Fig. 1: run 1, track usage over the die
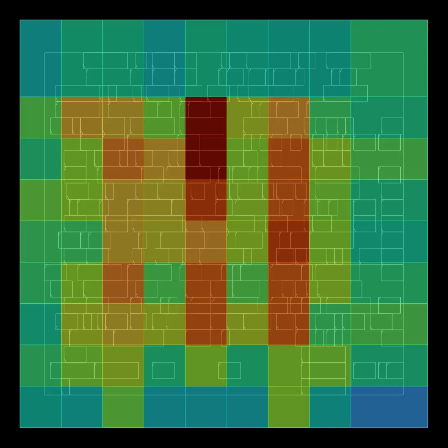
Fig. 2: run 1, the metal 3 layer
(6 px per um)
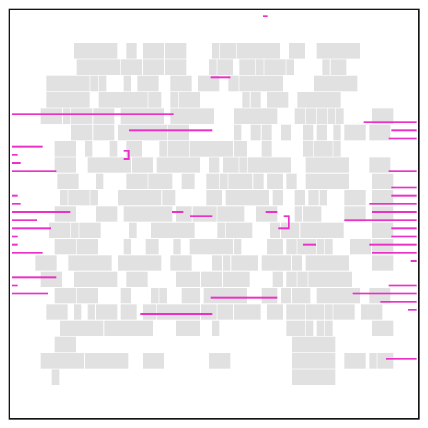
Fig. 3: run 1, signal metal coverage by tile
(6 px per um) The die is cut into 14 by 14 equal tiles; dark blue is low, red is high, scaled to the fullest tile. Values are wire area over tile area, all layers added.
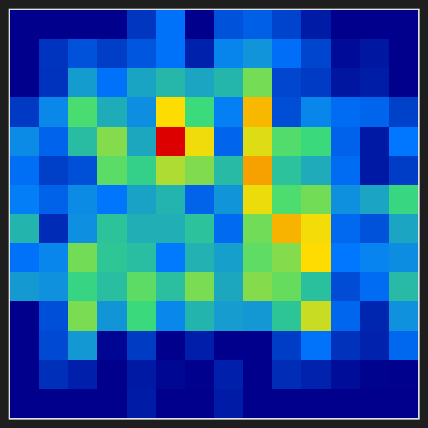
==> config.mk <==
export PLATFORM = sky130hd
export DESIGN_NAME = ex3_bcd_seq
export DESIGN_NICKNAME = d
export VERILOG_FILES = /design/src/rtl/ex3_bcd_seq.sv
export SDC_FILE = /design/constraint.sdc
export NUM_CORES = 1
export LEC_CHECK = 0
export CAP_MARGIN = 20
export CORE_MARGIN = 4
export CORE_UTILIZATION = 45
export DETAILED_ROUTE_END_ITERATION = 8
export GPL_TIMING_DRIVEN = 0
export PLACE_DENSITY = 0.78
export SLEW_MARGIN = 20
export SYNTH_ARGS = -nofsm -noshare
export SYNTH_HDL_FRONTEND = slang
export SYNTH_SLANG_ARGS = --single-unit
==> constraint.sdc <==
create_clock -name clk -period 4 [get_ports clk]
set_clock_uncertainty 0.05 [all_clocks]
set_input_delay 0.6 -clock clk [delete_from_list [all_inputs] [get_ports clk]]
set_output_delay 0.6 -clock clk [all_outputs]
set_load 0.01 [all_outputs]
==> notes.org, run 1 <==
* Implementation run

** Critical path
- Setup slack of the worst register-to-register path :: 2290 ps
- The data required time reported for the critical path is 3350 ps.
- STA lists the maximum fanout along the critical path as 6.
- The data arrival time reported for the critical path is 2150 ps.
- Kind of launch point of the worst setup path :: flop
- Startpoint-to-endpoint class of the critical path :: flop to output port

** Global routing
- Initial antenna violation count :: 0
- The first global-routing pass estimated between 5000 and 6000 um of wire.
- Number of global-route vias before repair :: 1253
- Largest net degree at the start of global routing :: 12
- Total congestion overflow :: 0

** Route
- Post-detailed-route via-to-cell ratio :: 4.812
- Residual DRC count :: 0
- Per the post-route antenna check, the number of violating nets is 0.
- Iteration count of the initial detailed-routing pass :: 4

** Layout
- Final #Nets :: between 200 and 250
- Across the whole layout, multi-input logic makes up 35.92% of the cell area.
- Fillers :: 302
- Area Overhead vs Synth :: 35.44%
- Layout clock buffers :: 6
- Flip-flop and latch share of the layout cell area :: 32.84%
- The clock network takes up 2.794% of total cell area after layout.
- Leaving out filler cells and counting taps, the final layout contains ~270.
- The final report gives the core utilization as 64.25%.
- Per the final layout report, the fraction of cells sized above drive strength 1 comes to 15.45%.
- The design has 36 sequential cells.

** Clock tree
- Post-CTS setup buffers :: 0
- The clock passes through at most 2 buffers.
- At the later pin of the worst-skew pair, clock insertion delay measures about 340 ps.
- # H-tree levels :: 2
- In this run, post-CTS repair resized a total of 0 instances.
- The CTS log lists the clock sinks for this run as 36.
- Number of clock buffers inserted by TritonCTS :: 5
- CTS hold repair buffers :: 0

** Synthesis
- For reference, the top cells by count after synthesis are 36 x dfxtp_1, 19 x nor2_1, 17 x mux2i_1, 16 x nand2_1, 16 x nand3_1.
- After Yosys synthesis, AND-OR and OR-AND compound gates account for 7.104% of the synthesized area.
- In this run, the synthesized area fraction spent on and/or/nand/nor cells is recorded as between 20% and 30%.
- The synthesized design contains 36 register bits.
- The portion of synthesized area spent on multiplexers is 16.06%.
- Distinct cell type count of the synthesized netlist :: 26
- Chip area line of the yosys report :: 0.001620 mm^2
- Adder Share, Synth :: 3.089%
- After technology mapping, the gate count stands at approximately 160.
- The synthesis log from Yosys contains 0 warnings.
- Count of library flops with an enable pin :: 0
- Per the synthesis report, the dominant area consumer among library cells is dfxtp_1.
- Cell count in the Yosys report :: ~160
- Proportion of register bits with asynchronous set or reset after synthesis :: 0%

** Die
- In this run the horizontal extent of the chip is about 68 um.
- Height of the die :: 68.01 um
- Number of tap cells added at floorplan :: ~46
- The share of the core area taken by cells at floorplan is 47.44%.
- In this run the core area contains 21 standard-cell rows.
- Number of ports placed on the die boundary :: 51

** STA
- Total negative slack for setup checks :: 0 ps
- Final Slew Violations :: 0
- Setup repair after global routing missed its margin :: no
- In the final report, the number of endpoints failing setup comes to 0.

** Hold path
- Worst Hold Class :: flop to flop

** Outcome
- Status :: completed

** Power and ir drop
- Worst vdd rail ir drop :: about 0.19 mV
- Power per unit of standard cell area :: 324.9 mW/mm^2

** Placement
- Per the detailed placement report, the placed cell area equals 0.002133 mm^2.
- Final HPWL DP :: 2796 um
- RePlAce ended its routability-driven mode at a weighted congestion of ~0.8.

** Job
- Count of tool warnings :: 29
Back to the opening pictures, Fig. 1:
total global-route track usage: 17.15%
met2 global-route usage: 29.48%

Back to the opening pictures, Fig. 2:
main direction	horizontal
wire length on this layer	242 um
wire length reported by the detailed router: 3560 um
total number of vias: 1280

Back to the opening pictures, Fig. 3:
densest ninth of the die	centre
nearly empty tiles	19%
fullest tile	0.48
tiles over half the peak	15%
mean over tiles	0.13
WL per Instance: 13.38 um

-- run 1: report_power, final --
part	internal (uW)	switching, uW	total (uW)
Clock	83.6	123	207
Sequential	373	7.46	380
Combinational	68.6	57.5	126
Total	525	188	713
-- run 1: per-layer routing --
| layer | GRT usage (%) | up-vias | wire length [um] |
|---|---|---|---|
| met5 | 0 | - | 0 |
| li1 | - | 652 | - |
| met3 | 5.911 | 9 | 241 |
| met2 | 29.48 | 48 | 1727 |
| met4 | 7.692 | 0 | 88 |
| met1 | 18.96 | 571 | 1502 |
-- run 1: kinds of logic after synthesis --
family,count (synthesis)
multiplexers,21
AND-OR/OR-AND,17
other,1
buffers and inverters,17
AND/OR/NAND/NOR,67
adder cells (fa/ha/maj),4
XOR/XNOR,1
flip-flops,36
-- run 1: critical path, cell delays in order, from the launching register on --
cell and delay [ps]:
dfxtp_1 380, buf_2 240, mux4_2 520, nand2b_1 170
clkdlybuf4s50_1 500
-- run 1: per-stage QoR --
| stage | setup slack [ps] | total power, uW |
|---|---|---|
| floorplan | 2139 | 465.7 |
| global placement | 1626 | 510.8 |
| detailed placement | 1573 | 514.9 |
| CTS | 1177 | 716.6 |
| global route | 1080 | 746.4 |
| finish | 1203 | 713.0 |
-- run 1: placed cells by master, fill, tap and decap left out --
master,instances
clkdlybuf4s50_1,44
dfxtp_1,36
nor2_1,19
mux2i_1,17
nand3_1,16
nand2_1,16
a21oi_1,9
a21oi_2,8
buf_4,6
conb_1,5
clkbuf_4,5
mux4_2,4
clkbuf_1,4
nand3b_1,4
ha_1,4
nand2b_1,3
buf_6,3
inv_1,2
and2_1,2
nor2_4,2
clkinv_2,2
buf_2,1
and2b_1,1
nor2b_1,1
nor3b_2,1
nor3b_1,1
or2_1,1
buf_12,1
xnor2_1,1
clkbuf_8,1
Fig. 4: run 1, I/O pins on the die edge
(6 px per um) Pins as bars across the die edge, other pins in grey.
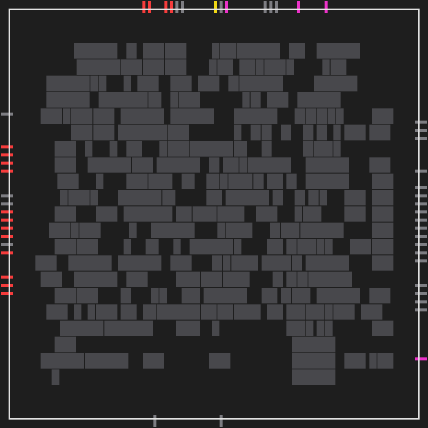

==> run 2: changes to the inputs <==
--- a/config.mk
+++ b/config.mk
@@ -7,10 +7,10 @@
 export LEC_CHECK = 0
 export CAP_MARGIN = 20
 export CORE_MARGIN = 4
-export CORE_UTILIZATION = 45
+export CORE_UTILIZATION = 41
 export DETAILED_ROUTE_END_ITERATION = 8
 export GPL_TIMING_DRIVEN = 0
-export PLACE_DENSITY = 0.78
+export PLACE_DENSITY = 0.75
 export SLEW_MARGIN = 20
 export SYNTH_ARGS = -nofsm -noshare
 export SYNTH_HDL_FRONTEND = slang
==> constraint.sdc (replaced) <==
create_clock -name clk -period 2.4 [get_ports clk]
set_clock_uncertainty 0.05 [all_clocks]
set_input_delay 0.36 -clock clk [delete_from_list [all_inputs] [get_ports clk]]
set_output_delay 0.36 -clock clk [all_outputs]
set_load 0.01 [all_outputs]
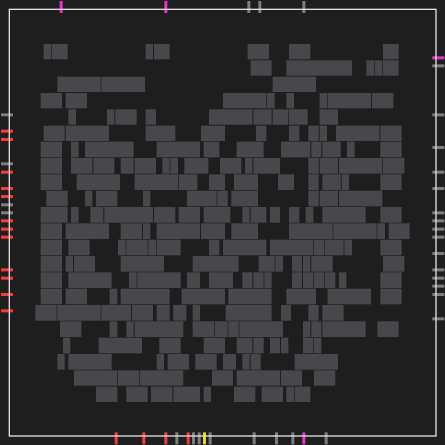
Fig. 5. I/O pins on the die edge (run 2).
(6 px per um) Pins as bars across the die edge, other pins in grey.
colour	port	pins	direction	edge
yellow	out_valid	1	output	bottom
magenta	err_mask	4	output	2 top, 1 right, 1 bottom
red	in_data	16	input	12 left, 4 bottom
all pins by edge	16 left, 16 right, 14 bottom, 5 top
height of the die: 70.87 um
Die W: 70.87 um

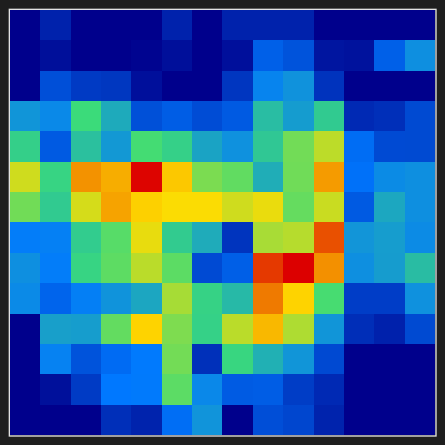
Fig. 6. Signal metal coverage by tile (run 2).
(6 px per um) The die is cut into 14 by 14 equal tiles; dark blue is low, red is high, scaled to the fullest tile. Values are wire area over tile area, all layers added.
nearly empty tiles	18%
fullest tile	0.36
tiles over half the peak	23%
WL per Instance: 12.47 um
total global-route track usage: 13.97%

==> notes.org, run 2 <==
* Implementation run

** STA
- Setup repair after global routing missed its margin :: no
- Final Slew Violations :: 0 (unchanged)
- The total setup violations reported at the end of the flow came to 0 (unchanged).
- The final setup TNS came to 0 ps (unchanged).

** Route
- The total detailed-routing wirelength was 3342 um (-6.1%).
- The via density per instance came to 4.746 (-1.4%).
- Residual DRC count :: 0 (unchanged)
- The number of detailed-route iterations in the first pass came to 4 (unchanged).

** Outcome
- Status :: completed

** Synthesis
- Count of library flops with an enable pin :: 0 (unchanged)
- Proportion of register bits with asynchronous set or reset after synthesis :: 0% (unchanged)
- The cell total in the yosys stat output came to 164 (unchanged).
- Cell type with the largest total area :: dfxtp_1
- Tally of yosys warning messages :: 0 (unchanged)
- The number of flip-flops and latches in the synthesized netlist was 36 (unchanged).

** Placement
- Final HPWL DP :: 2530 um (-9.5%)
- Setup WS pre-CTS :: 224.7 ps (-1348 ps)

** Global routing
- The final global-route overflow total is 0 (unchanged).
- The initial antenna violation count is 0 (unchanged).
- Global-route wire length before repair :: 5589 um (-2.9%)

** Critical path
- Highest cell delay on the worst timing path :: 480 ps (-40 ps)
- CP bufs+invs :: 2 (unchanged)
- The kind of cell with the highest combined delay along the critical path is buffers and inverters.
- The largest driver fanout on the critical path was 6 (unchanged).
- The internal reg-to-reg setup slack is 670 ps (-1620 ps).
- Kind of launch point of the worst setup path :: flop

** Layout
- The total of fill cells in the finished design was 339 (+12%).
- Final #Nets :: 247 (unchanged)
- The most common logic cells in the final layout are 42 x clkdlybuf4s50_1, 34 x dfxtp_1, 19 x nor2_1, 17 x mux2i_1.

** Die
- Number of ports placed on the die boundary :: 51 (unchanged)
- Starting density of the core :: 43.28% (-4.2 points)

** Clock tree
- TritonCTS sink count :: 36 (unchanged)
- Latency at later pin :: 290 ps (-50 ps)

** Power and ir drop
- The worst-case vdd ir drop came to 0.4135 mV (+110%).
- The part of the power in combinational logic is 15.4% (-2.3 points).
- The switching power is 317.4 uW (+69%).
- Part of the power in the clock network :: 38.0% (+9.0 points)
- Sw frac :: 23.29% (-3.1 points)

** Job
- The number of OpenROAD warnings is 29 (unchanged).
## run 2: cell counts after synthesis
Identical to the previous run, type by type.
## run 2: cells by family after synthesis
logic type	Yosys count	synth area share, %
and+or+nand+nor	67	20.70
DFF	36	44.48
muxes	21	16.06
AOI/OAI and AO/OA	17	7.104
buffers and inverters	17	7.799
adders and majority gates	4	3.089
other	1	0.2314
xor gates and xnor gates	1	0.5406
## run 2: power groups by stage
| stage | Combinational (uW) | Clock, uW | Sequential (uW) |
|---|---|---|---|
| global placement | 208 | 0 | 647 |
| global route | 229 | 548 | 637 |
| CTS | 213 | 535 | 634 |
| detailed placement | 211 | 0 | 647 |
| floorplan | 131 | 0 | 645 |
| finish | 210 | 519 | 634 |
## run 2: cell type report
class | count | area, um^2 | share of cell area [%]
buffer | 15 | 127.6 | 5.648
clock buffer | 6 | 72.57 | 3.212
clock inverter | 2 | 35.03 | 1.550
inverter | 2 | 7.507 | 0.3322
multi-input combinational | 115 | 788.3 | 34.88
sequential | 36 | 723.2 | 32.00
tap | 48 | 60.06 | 2.658
timing repair buffer | 44 | 445.4 | 19.71
## run 2: routing by layer
layer	share of wire (%)	GRT usage (%)
met1	42	16.93
met2	48	22.66
met3	8.9	4.403
met4	1.2	6.263
met5	0	0
## run 2: per-stage QoR
step | instances | utilization [%] | power (uW)
after detailed placement | 260 | 57.05 | 858.0
after global placement | 260 | 57.05 | 854.3
final | 268 | 60.36 | 1363
after CTS | 268 | 60.16 | 1382
after global routing | 268 | 60.36 | 1414
after floorplan | 168 | - | 776.1
## run 2: what timing repair did
item	in CTS	in global routing
cloned	0	0
endpoints found under the hold margin	0	0
buffers inserted	0	0
pin swaps	0	0
gates resized	4	5
endpoints found under the setup margin	4	3
Power is estimated from default activity; no workload was simulated.
